`src/rtl/pipe_stage_reg.sv`:
```
// pipe_stage_reg
//   Generic pipeline-stage register with a valid/ready handshake. It carries an
//   arbitrary packed payload between two core stages, and it has the following
//   features:
//     - synchronous flush;
//     - optional zeroing of payload on reset/flush;
//     - a saturating stall counter for performance monitoring.
//
//   SKID=1 gives a 2-entry skid buffer with a registered in_ready, for full
//   throughput. SKID=0 gives a single register with a combinational in_ready.
//
// Ports
//   clk        in   1       clock, rising edge
//   nrst       in   1       synchronous active-low reset
//   flush      in   1       synchronous kill of all held entries
//   in_valid   in   1       upstream beat valid
//   in_ready   out  1       stage can accept a beat
//   in_data    in   DATA_W  upstream payload
//   out_valid  out  1       downstream beat valid
//   out_ready  in   1       downstream accepts
//   out_data   out  DATA_W  payload of the head entry
//   occupancy  out  2       entries held (0..2 with SKID=1, 0..1 with SKID=0)
//   stall_cnt  out  CNT_W   cycles with out_valid=1 and out_ready=0 (saturating)
//   stall_clr  in   1       synchronous clear of stall_cnt

module pipe_stage_reg #(
    parameter int DATA_W        = 32,
    parameter int SKID          = 1,
    parameter int CLEAR_PAYLOAD = 1,
    parameter int CNT_W         = 16
) (
    input  logic              clk,
    input  logic              nrst,
    input  logic              flush,
    input  logic              in_valid,
    output logic              in_ready,
    input  logic [DATA_W-1:0] in_data,
    output logic              out_valid,
    input  logic              out_ready,
    output logic [DATA_W-1:0] out_data,
    output logic [1:0]        occupancy,
    output logic [CNT_W-1:0]  stall_cnt,
    input  logic              stall_clr
);

    typedef enum logic [1:0] {
        EMPTY = 2'd0,
        ONE   = 2'd1,
        TWO   = 2'd2
    } state_t;

    state_t            r_state;
    state_t            w_stateNext;
    logic [DATA_W-1:0] r_main;
    logic [DATA_W-1:0] r_skid;
    logic [DATA_W-1:0] w_mainNext;
    logic [DATA_W-1:0] w_skidNext;
    logic [CNT_W-1:0]  r_stallCnt;
    logic              w_readyBase;
    logic              w_accept;
    logic              w_pop;

    // With SKID=1, readiness depends only on the state flop, so there is no
    // path from out_ready. Reset and flush both block acceptance.
    always_comb begin
        if (SKID != 0) begin
            w_readyBase = (r_state != TWO);
        end else begin
            w_readyBase = (r_state == EMPTY) | out_ready;
        end
    end

    assign in_ready  = w_readyBase & nrst & ~flush;
    assign out_valid = (r_state != EMPTY);
    assign out_data  = r_main;
    assign occupancy = r_state;
    assign stall_cnt = r_stallCnt;
    assign w_accept  = in_valid & in_ready;
    assign w_pop     = out_valid & out_ready;

    // Next-state logic. The main register is always the head of the queue, and
    // the skid register holds the second entry. This preserves beat order.
    always_comb begin
        w_stateNext = r_state;
        w_mainNext  = r_main;
        w_skidNext  = r_skid;
        case (r_state)
            EMPTY: begin
                if (w_accept) begin
                    w_stateNext = ONE;
                    w_mainNext  = in_data;
                end
            end
            ONE: begin
                if (w_accept && w_pop) begin
                    w_mainNext = in_data;
                end else if (w_accept) begin
                    // Only reachable with SKID=1; SKID=0 requires out_ready to accept when full.
                    w_stateNext = TWO;
                    w_skidNext  = in_data;
                end else if (w_pop) begin
                    w_stateNext = EMPTY;
                end
            end
            TWO: begin
                if (w_pop) begin
                    w_stateNext = ONE;
                    w_mainNext  = r_skid;
                end
            end
            default: begin
                w_stateNext = EMPTY;
            end
        endcase
    end

    // With CLEAR_PAYLOAD=0, reset and flush leave the payload untouched.
    always_ff @(posedge clk) begin
        if (!nrst || flush) begin
            r_state <= EMPTY;
            if (CLEAR_PAYLOAD != 0) begin
                r_main <= '0;
                r_skid <= '0;
            end
        end else begin
            r_state <= w_stateNext;
            r_main  <= w_mainNext;
            r_skid  <= w_skidNext;
        end
    end

    // A clear has priority over a simultaneous increment. Flush does not clear the count.
    always_ff @(posedge clk) begin
        if (!nrst || stall_clr) begin
            r_stallCnt <= '0;
        end else if (out_valid && !out_ready && (r_stallCnt != {CNT_W{1'b1}})) begin
            r_stallCnt <= r_stallCnt + CNT_W'(1);
        end
    end

endmodule
```
`config.mk`:
```
export PLATFORM = sky130hd
export DESIGN_NAME = pipe_stage_reg
export DESIGN_NICKNAME = d
export VERILOG_FILES = /design/src/rtl/pipe_stage_reg.sv
export SDC_FILE = /design/constraint.sdc
export NUM_CORES = 1
export LEC_CHECK = 0
export CORE_ASPECT_RATIO = 1.75
export CORE_UTILIZATION = 44
export CTS_BUF_LIST = sky130_fd_sc_hd__clkbuf_8
export DETAILED_ROUTE_END_ITERATION = 12
export PLACE_DENSITY = 0.8
export SETUP_SLACK_MARGIN = 0.3
export SLEW_MARGIN = 30
export SYNTH_ARGS = -nofsm -noshare
export SYNTH_HDL_FRONTEND = slang
export SYNTH_SLANG_ARGS = --single-unit
```
`constraint.sdc`:
```
create_clock -name clk -period 1.9 [get_ports clk]
set_clock_uncertainty 0.05 [all_clocks]
set_input_delay 0.285 -clock clk [delete_from_list [all_inputs] [get_ports clk]]
set_output_delay 0.285 -clock clk [all_outputs]
set_load 0.01 [all_outputs]
```
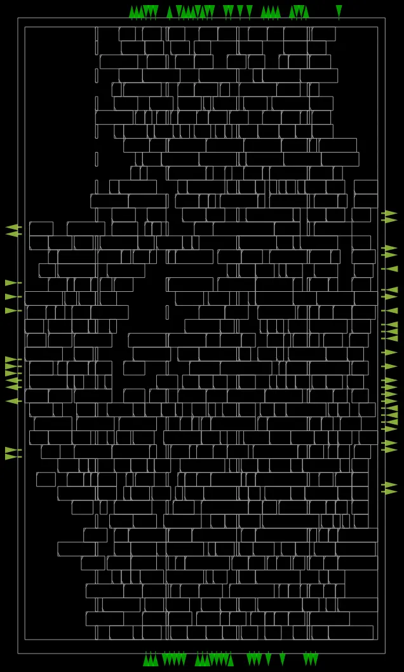
placed.png
Seq area share: 0.2962
seq_cells: 82
fill count: 587
num rows: 44
final std cells w/o fill: 613

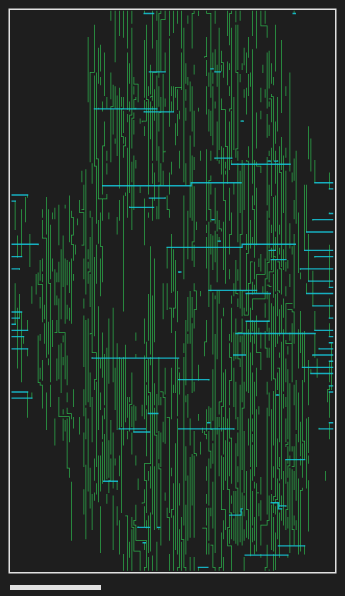
layers.png
The bar under the picture is 20 um long. Only two layers are drawn.
legend:
  green:
    layer: M2
    wire_length: 6020 um
  cyan:
    layer: M3
    wire_length: 361 um

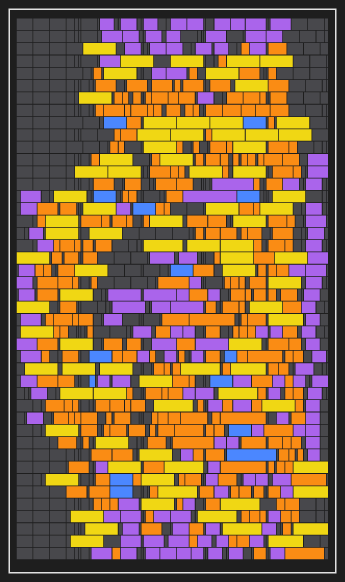
class_map.png
Fill, decap, tap and diode cells in gray.
legend:
  purple:
    class: remaining buffers and delay cells
    cells: 139
    share_of_their_area: 26%
  orange:
    class: remaining logic cells
    cells: 285
    share_of_their_area: 40%
  yellow:
    class: registers
    cells: 82
    share_of_their_area: 30%
  blue:
    class: clock drivers and dummy loads
    cells: 14
    share_of_their_area: 3.5%

-- flip-flops by register name, indices dropped and copies added, names as in the netlist --
register	count
stall_cnt	16
occupancy	2
r_skid	32
out_data	32
-- timing repair --
item	in CTS	in global routing
cloned	3	1
pin swaps	6	40
resized	59	100
buffers inserted	10	7
setup endpoints to repair	96	105
-- worst max-delay path, delay by kind of cell, from the launching register on --
family	cells	cell delay, ns
AND-OR/OR-AND	3	0.67
buffers and inverters	1	0.23
adder cells (fa/ha/maj)	1	0.15
AND/OR/NAND/NOR	1	0.11
flip-flops	1	0.38
-- kinds of logic after synthesis --
kind of cell,synth area share
compound gates,0.2077
fa+ha+maj,0.003333
mux,0.09067
xor+xnor,0.004668
simple gates,0.2087
buf+inv,0.04767
flops,0.4373
==> summary.txt <==
flow finished, numbers: clock buffer depth=2, Max Clock Freq=0.6054 GHz, Synth Seq Share=0.4373, Syn Inst Count=399, syn avg cell area=9.408 um^2, TritonCTS clock tree=yes, worst rel slew slack=0.7459, most frequent logic cell in the layout=dfxtp_1, vias in the first global route=3424, grt total ovfl=0, Top class by area=combinational gates, crit path DAT=1.89 ns, Worst Setup SP=stall_cnt[1]$_SDFFE_PP0P_, Comb area=2238 um^2, number of enable flip-flop cells=0, CP max stage cell=o41ai_4, # port buffers=89, GRT met1 Usage=0.2424, Clock Pin Slew Worst Setup and Hold Paths=0.08 ns, Worst setup endpoint=stall_cnt[7]$_SDFFE_PP0P_, Initial Util=0.4545, top cells by count=dfxtp_1, nand2_1, a21oi_1, mux2i_1, nor3_1, largest net degree at the start of global routing=45, Num CTS Buffers=9, Switching Share=0.2410, status=finished, final reports clean
